`src/rtl/map_pkg.sv`:
```
// Shared types for the map ROM arbiter: widths, owner tags, sequencer states.
package map_pkg;
   localparam int MAP_ADDR_W = 16;
   localparam int PIX_W = 24;

   typedef enum logic [1:0] {
      OWN_NONE,
      OWN_RENDER,
      OWN_COLL
   } owner_t;

   typedef enum logic [1:0] {
      ST_IDLE,
      ST_ARMED,
      ST_DRAIN
   } arb_state_t;
endpackage

```
`src/rtl/map_rom_arbiter_if.sv`:
```
// Renderer and collision-checker read ports of the shared map ROM.
interface map_rom_arbiter_if;
   import map_pkg::*;

   logic                  render_req;
   logic [MAP_ADDR_W-1:0] render_addr;
   logic                  render_valid;
   logic [PIX_W-1:0]      render_data;
   logic                  coll_req;
   logic [MAP_ADDR_W-1:0] coll_addr;
   logic                  coll_gnt;
   logic                  coll_valid;
   logic [PIX_W-1:0]      coll_data;
   logic                  coll_starve;

   modport master (
      output render_req, render_addr,
      output coll_req, coll_addr,
      input  render_valid, render_data,
      input  coll_gnt, coll_valid, coll_data, coll_starve
   );

   modport slave (
      input  render_req, render_addr,
      input  coll_req, coll_addr,
      output render_valid, render_data,
      output coll_gnt, coll_valid, coll_data, coll_starve
   );
endinterface

```
`src/rtl/map_owner_pipe.sv`:
```
// Tracks which client owns each ROM read in flight; head lines up with rom_q.
module map_owner_pipe
   import map_pkg::*;
#(
   parameter int DEPTH = 2
) (
   input  logic   clock,
   input  logic   reset_n,
   input  owner_t tag_in,
   output owner_t head,
   output logic   empty
);

   owner_t pipe_q [DEPTH];

   always_ff @(posedge clock) begin
      if (!reset_n) begin
         for (int i = 0; i < DEPTH; i++) pipe_q[i] <= OWN_NONE;
      end else begin
         pipe_q[0] <= tag_in;
         for (int i = 1; i < DEPTH; i++) pipe_q[i] <= pipe_q[i-1];
      end
   end

   always_comb begin
      empty = 1'b1;
      for (int i = 0; i < DEPTH; i++)
         if (pipe_q[i] != OWN_NONE) empty = 1'b0;
   end

   assign head = pipe_q[DEPTH-1];

endmodule

```
`src/rtl/map_rom_arbiter.sv`:
```
// Shares the dual-map pixel ROM between renderer and collision checker and
// sequences map changes so they land only at frame start with reads drained.
module map_rom_arbiter
   import map_pkg::*;
#(
   parameter int ROM_LAT    = 1,
   parameter int STARVE_LIM = 1024
) (
   input  logic                  clock,
   input  logic                  reset_n,
   input  logic                  frame_start,
   input  logic                  map_sel_req,
   input  logic                  map_sel_target,
   map_rom_arbiter_if.slave      bus,
   output logic [MAP_ADDR_W-1:0] rom_addr,
   output logic                  rom_sel,
   input  logic [PIX_W-1:0]      rom_q,
   output logic                  map_switched
);

   localparam int CNT_W = $clog2(STARVE_LIM + 1);

   arb_state_t       state, state_nx;
   owner_t           tag_in, head;
   logic             pipe_empty;
   logic             coll_blk, do_switch;
   logic             tgt_q, pend_vld_q, pend_tgt_q;
   logic             pend_any, pend_t, next_armed;
   logic [CNT_W-1:0] starve_cnt;

   always_comb begin
      bus.coll_gnt = bus.coll_req && !bus.render_req && !coll_blk;
      unique case (1'b1)
         bus.render_req: tag_in = OWN_RENDER;
         bus.coll_gnt:   tag_in = OWN_COLL;
         default:        tag_in = OWN_NONE;
      endcase
   end

   always_ff @(posedge clock) begin
      if (!reset_n)
         rom_addr <= '0;
      else if (tag_in == OWN_RENDER)
         rom_addr <= bus.render_addr;
      else if (tag_in == OWN_COLL)
         rom_addr <= bus.coll_addr;
   end

   map_owner_pipe #(
      .DEPTH (ROM_LAT + 1)
   ) u_pipe (
      .clock   (clock),
      .reset_n (reset_n),
      .tag_in  (tag_in),
      .head    (head),
      .empty   (pipe_empty)
   );

   assign bus.render_valid = (head == OWN_RENDER);
   assign bus.coll_valid   = (head == OWN_COLL);
   assign bus.render_data  = rom_q;
   assign bus.coll_data    = rom_q;

   // A request arriving in the switch cycle counts as pending too.
   assign pend_any   = pend_vld_q || map_sel_req;
   assign pend_t     = map_sel_req ? map_sel_target : pend_tgt_q;
   assign next_armed = pend_any && (pend_t != tgt_q);

   always_ff @(posedge clock) begin
      if (!reset_n) state <= ST_IDLE;
      else          state <= state_nx;
   end

   always_comb begin
      state_nx = state;
      unique case (state)
         ST_IDLE:
            if (map_sel_req && map_sel_target != rom_sel)
               state_nx = ST_ARMED;
         ST_ARMED:
            if (map_sel_req && map_sel_target == rom_sel)
               state_nx = ST_IDLE;
            else if (frame_start)
               state_nx = ST_DRAIN;
         ST_DRAIN:
            if (do_switch)
               state_nx = next_armed ? ST_ARMED : ST_IDLE;
         default:
            state_nx = ST_IDLE;
      endcase
   end

   always_comb begin
      coll_blk  = (state == ST_DRAIN);
      do_switch = coll_blk && pipe_empty && !bus.render_req;
   end

   always_ff @(posedge clock) begin
      if (!reset_n) begin
         tgt_q        <= 1'b0;
         pend_vld_q   <= 1'b0;
         pend_tgt_q   <= 1'b0;
         rom_sel      <= 1'b0;
         map_switched <= 1'b0;
      end else begin
         map_switched <= do_switch;
         if (do_switch) begin
            rom_sel    <= tgt_q;
            tgt_q      <= pend_t;
            pend_vld_q <= 1'b0;
         end else if (coll_blk && map_sel_req) begin
            pend_vld_q <= 1'b1;
            pend_tgt_q <= map_sel_target;
         end else if (map_sel_req) begin
            tgt_q <= map_sel_target;
         end
      end
   end

   always_ff @(posedge clock) begin
      if (!reset_n)
         starve_cnt <= '0;
      else if (!bus.coll_req || bus.coll_gnt)
         starve_cnt <= '0;
      else if (starve_cnt < CNT_W'(STARVE_LIM))
         starve_cnt <= starve_cnt + 1'b1;
   end

   assign bus.coll_starve = (starve_cnt >= CNT_W'(STARVE_LIM));

endmodule

```
`src/flat_wrapper.sv`:
```
// flat-port wrapper written by rule: the top's interface ports become plain ports
module map_rom_arbiter_flat import map_pkg::*;
#(
   parameter int ROM_LAT    = 1,
   parameter int STARVE_LIM = 1024
)
  (clock, reset_n, frame_start, map_sel_req, map_sel_target, rom_addr, rom_sel, rom_q, map_switched, bus_render_req, bus_render_addr, bus_coll_req, bus_coll_addr, bus_render_valid, bus_render_data, bus_coll_gnt, bus_coll_valid, bus_coll_data, bus_coll_starve);
  map_rom_arbiter_if bus_i ();
  input  logic clock;
  input  logic reset_n;
  input  logic frame_start;
  input  logic map_sel_req;
  input  logic map_sel_target;
  output logic [MAP_ADDR_W-1:0] rom_addr;
  output logic rom_sel;
  input  logic [PIX_W-1:0] rom_q;
  output logic map_switched;
  input wire logic [$bits(bus_i.render_req)-1:0] bus_render_req;
  input wire logic [$bits(bus_i.render_addr)-1:0] bus_render_addr;
  input wire logic [$bits(bus_i.coll_req)-1:0] bus_coll_req;
  input wire logic [$bits(bus_i.coll_addr)-1:0] bus_coll_addr;
  output wire logic [$bits(bus_i.render_valid)-1:0] bus_render_valid;
  output wire logic [$bits(bus_i.render_data)-1:0] bus_render_data;
  output wire logic [$bits(bus_i.coll_gnt)-1:0] bus_coll_gnt;
  output wire logic [$bits(bus_i.coll_valid)-1:0] bus_coll_valid;
  output wire logic [$bits(bus_i.coll_data)-1:0] bus_coll_data;
  output wire logic [$bits(bus_i.coll_starve)-1:0] bus_coll_starve;
  assign bus_i.render_req = bus_render_req;
  assign bus_i.render_addr = bus_render_addr;
  assign bus_i.coll_req = bus_coll_req;
  assign bus_i.coll_addr = bus_coll_addr;
  assign bus_render_valid = bus_i.render_valid;
  assign bus_render_data = bus_i.render_data;
  assign bus_coll_gnt = bus_i.coll_gnt;
  assign bus_coll_valid = bus_i.coll_valid;
  assign bus_coll_data = bus_i.coll_data;
  assign bus_coll_starve = bus_i.coll_starve;
  map_rom_arbiter #(.ROM_LAT(ROM_LAT), .STARVE_LIM(STARVE_LIM)) u_core (.clock(clock), .reset_n(reset_n), .frame_start(frame_start), .map_sel_req(map_sel_req), .map_sel_target(map_sel_target), .bus(bus_i), .rom_addr(rom_addr), .rom_sel(rom_sel), .rom_q(rom_q), .map_switched(map_switched));
endmodule
```
`config.mk`:
```
export PLATFORM = sky130hd
export DESIGN_NAME = map_rom_arbiter_flat
export DESIGN_NICKNAME = d
export VERILOG_FILES = /design/src/rtl/map_pkg.sv /design/src/rtl/map_rom_arbiter_if.sv /design/src/rtl/map_owner_pipe.sv /design/src/rtl/map_rom_arbiter.sv /design/src/flat_wrapper.sv
export SDC_FILE = /design/constraint.sdc
export NUM_CORES = 1
export LEC_CHECK = 0
export CAP_MARGIN = 20
export CORE_MARGIN = 2
export CORE_UTILIZATION = 37
export CTS_CLUSTER_DIAMETER = 80
export CTS_CLUSTER_SIZE = 30
export DETAILED_ROUTE_END_ITERATION = 6
export PLACE_DENSITY = 0.87
export SLEW_MARGIN = 10
export SYNTH_ARGS = -nofsm -noshare
export SYNTH_HDL_FRONTEND = slang
export SYNTH_SLANG_ARGS = --single-unit
```
`constraint.sdc`:
```
create_clock -name clock -period 2.37 [get_ports clock]
set_clock_uncertainty 0.2 [all_clocks]
set_input_delay 0.474 -clock clock [delete_from_list [all_inputs] [get_ports clock]]
set_output_delay 0.474 -clock clock [all_outputs]
set_load 0.01 [all_outputs]
```
==> images/placed.png <==
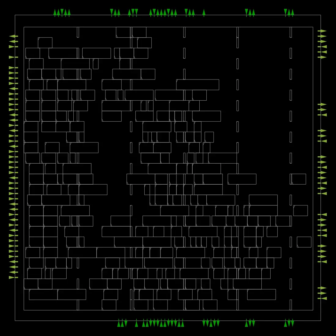
non-filler instance count after layout: 325
flip-flops: 38
sequential cell area share: 29.70%
final cell utilization of the core: 46.51%

==> images/gates.png <==
(6 px per um)
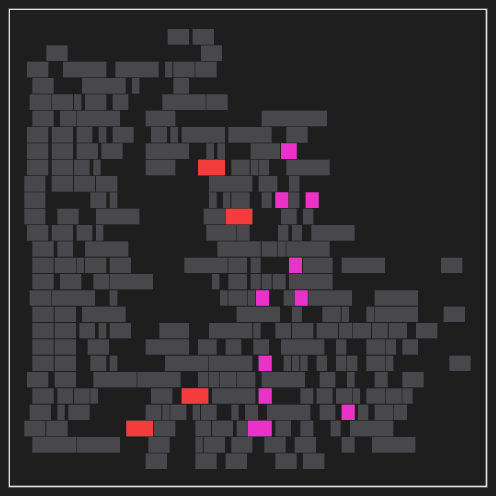
legend:
  and/or cells:
    color: magenta
    cells: 10
  fa/ha/maj cells:
    color: red
    cells: 4

==> images/port_trees.png <==
(3 px per um)
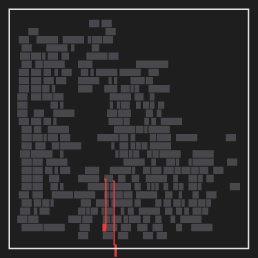
legend:
  bus_coll_gnt:
    color: red
    bits: 1
    direction: output
    end_cells: 1
    wire: 39.9 um
io pins: 133
number of buffer cells added on primary ports: 60

==> summary.txt <==
run metrics: final critical-path required period 2210 ps, HPWL after detailed placement 3.105 mm, reported leakage power 0.9701 nW, netlist area before placement 2097 um2, worst reg2reg startpoint u_core.state[0], synthesized-area fraction occupied by adder cells 2.387%, result of the run finished, final reports clean, count of pins over their slew limit 0, delay of the slowest critical-path stage 550 ps, unrepaired setup endpoints after global routing no, number of sinks driven by the clock tree 38, final number of hold-violating endpoints 0, buffers inserted by post-CTS timing repair 0, Fillers 538, leftover overflow at the end of global routing 0, Worst R2R End u_core.rom_addr[4], TritonCTS clock tree done, number of iterations in the first detailed-routing pass 4, total cell area at the placement stage 2450 um2, startpoint of the lowest-slack hold path u_core.rom_addr[1], tally of OpenROAD warnings 29, number of synthesized register bits 38, Worst Reg2Reg Path Length in Cells 7, total cell area reported by yosys after synthesis 2097 um2, number of buffers created by CTS 5, max layer used met4, routed length on met1 1.555 mm, Area growth, synth to finish 22.14%, initial antenna violation count 0, chip area 6286 um2, Final setup viols 0, Net Count, Synth 304, crit path launch type input pin, diode count 0, endpoint required time on the critical path 1700 ps, share of post-route cells with drive strength above 1 6.719%, largest voltage drop on the vdd net 0.2466 mV
==> images/sizing.png <==
(6 px per um)
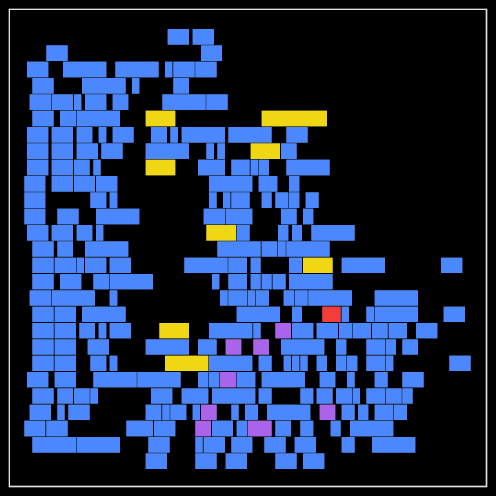
legend:
  x1 and smaller:
    color: blue
    cells: 236
    share: 93%
    most_used: clkdlybuf4s50_1
  x3 and x4:
    color: purple
    cells: 8
    share: 3.2%
    most_used: buf_4
  x2:
    color: red
    cells: 1
    share: 0.40%
    most_used: a31o_2
  x6 and larger:
    color: yellow
    cells: 8
    share: 3.2%
    most_used: clkbuf_8
final instance area: 2561 um2
Non-clock buffers: 68
worst setup slack after layout: 160.4 ps

==> images/pinout.png <==
(6 px per um) Pins as bars across the die edge, other pins in gray.
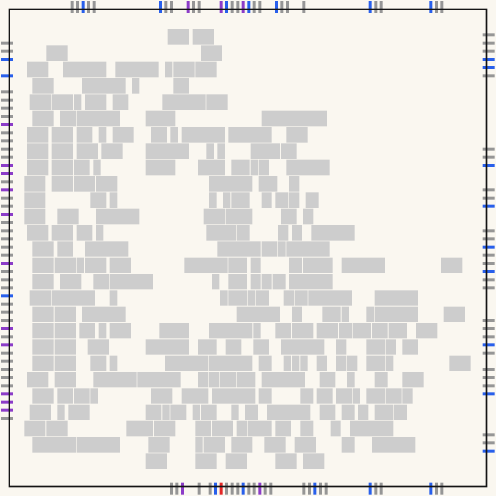
legend:
  rom_q:
    color: blue
    pins: 24
    direction: input
    edge: 9 right, 7 top, 5 bottom, 3 left
  bus_coll_gnt:
    color: red
    pins: 1
    direction: output
    edge: bottom
  rom_addr:
    color: purple
    pins: 16
    direction: output
    edge: 11 left, 3 top, 2 bottom
all pins by edge: 45 left, 32 right, 29 top, 27 bottom
overall die width: 79.29 um
vertical die size: 79.29 um

-- worst register-to-register path, stage by stage, from the launching register on --
cell                       delay (ps)
sky130_fd_sc_hd__dfxtp_1          460
sky130_fd_sc_hd__nand2b_1         220
sky130_fd_sc_hd__nand3_1          120
sky130_fd_sc_hd__buf_4            160
sky130_fd_sc_hd__ha_1             310
sky130_fd_sc_hd__buf_12           180
sky130_fd_sc_hd__nor2_1            60
sky130_fd_sc_hd__a211oi_1         230
-- registers in the layout, summed over array words and instances, names as in the netlist --
name                  count
u_core.rom_addr          16
u_core.starve_cnt        11
u_core.u_pipe.pipe_q      4
u_core.state              2
u_core.map_switched       1
u_core.pend_tgt_q         1
u_core.pend_vld_q         1
u_core.rom_sel            1
u_core.tgt_q              1
-- where the power goes --
group | switching [mW] | internal, mW | total [mW]
clock network | 0.215 | 0.337 | 0.552
registers | 0.0242 | 0.675 | 0.699
logic | 0.114 | 0.169 | 0.284
total | 0.354 | 1.18 | 1.53
-- metal layers --
metal | GRT usage, % | vias to the layer above
met5 | 0 | -
met4 | 5.000 | 0
met3 | 6.136 | 11
met2 | 23.47 | 53
met1 | 14.43 | 732
li1 | - | 807
-- layout make-up --
type	count	area share (%)
Timing Repair Buffer	68	26.23
Clock buffer	6	3.224
Inverter	9	1.319
Sequential cell	38	29.70
Tap cell	72	3.517
Clock inverter	1	1.172
Multi-Input combinational cell	131	34.83
-- per-stage QoR --
stage / utilization, % / setup slack [ps] / power, mW / hold WS [ps]
2_1_floorplan: - / 171.3 / 0.9193 / 252.1
3_3_place_gp: 44.49 / -9.891 / 0.9934 / 265.4
3_5_place_dp: 44.49 / -81.19 / 1.001 / 272.1
4_1_cts: 46.51 / 154.3 / 1.555 / 288.7
5_1_grt: 46.51 / 113.0 / 1.616 / 309.3
6_report: 46.51 / 160.4 / 1.535 / 284.3
-- cell usage in the layout, fill, tap and decap left out, drive strengths merged --
master	n
o211ai	2
nand4	1
or3	6
a211oi	16
nor3b	3
nand2	5
dfxtp	38
inv	9
o31ai	3
nor3	2
or4	2
nand3b	1
nand4b	3
o21ai	6
xnor2	1
xor2	6
a32oi	1
and2	2
nand3	5
mux2i	19
dlygate4sd2	1
nor2	22
clkdlybuf4s50	59
bufinv	1
nor2b	4
buf	8
a21oi	10
a221oi	1
nand2b	1
a31oi	2
o2111ai	1
clkbuf	6
ha	4
nor4	1
a31o	1
-- what timing repair did --
action	in CTS	in global routing
endpoints found under the setup margin	1	0
resized	1	0
hold endpoints to repair	0	0
-- kinds of logic (layout without fill, tap and decap cells) --
kind of cell	after synthesis	in the layout
AOI/OAI and AO/OA	43	43
xor gates and xnor gates	7	7
and+or+nand+nor	58	58
adders and majority gates	4	4
muxes	19	19
DFF	38	38
buffers and inverters	68	84
-- worst max path at each step --
stage | from | end | slack, ps | cells past startpoint
floorplan | bus_render_req | u_core.rom_addr[15] | 170 | 8
global placement | bus_render_req | bus_coll_gnt | -10 | 5
detailed placement | bus_render_req | bus_coll_gnt | -80 | 5
CTS | bus_render_req | bus_coll_gnt | 150 | 5
global route | bus_render_req | bus_coll_gnt | 110 | 5
finish | bus_render_req | bus_coll_gnt | 160 | 5
Power figures rest on the tool's default switching activity, not on a simulated workload.
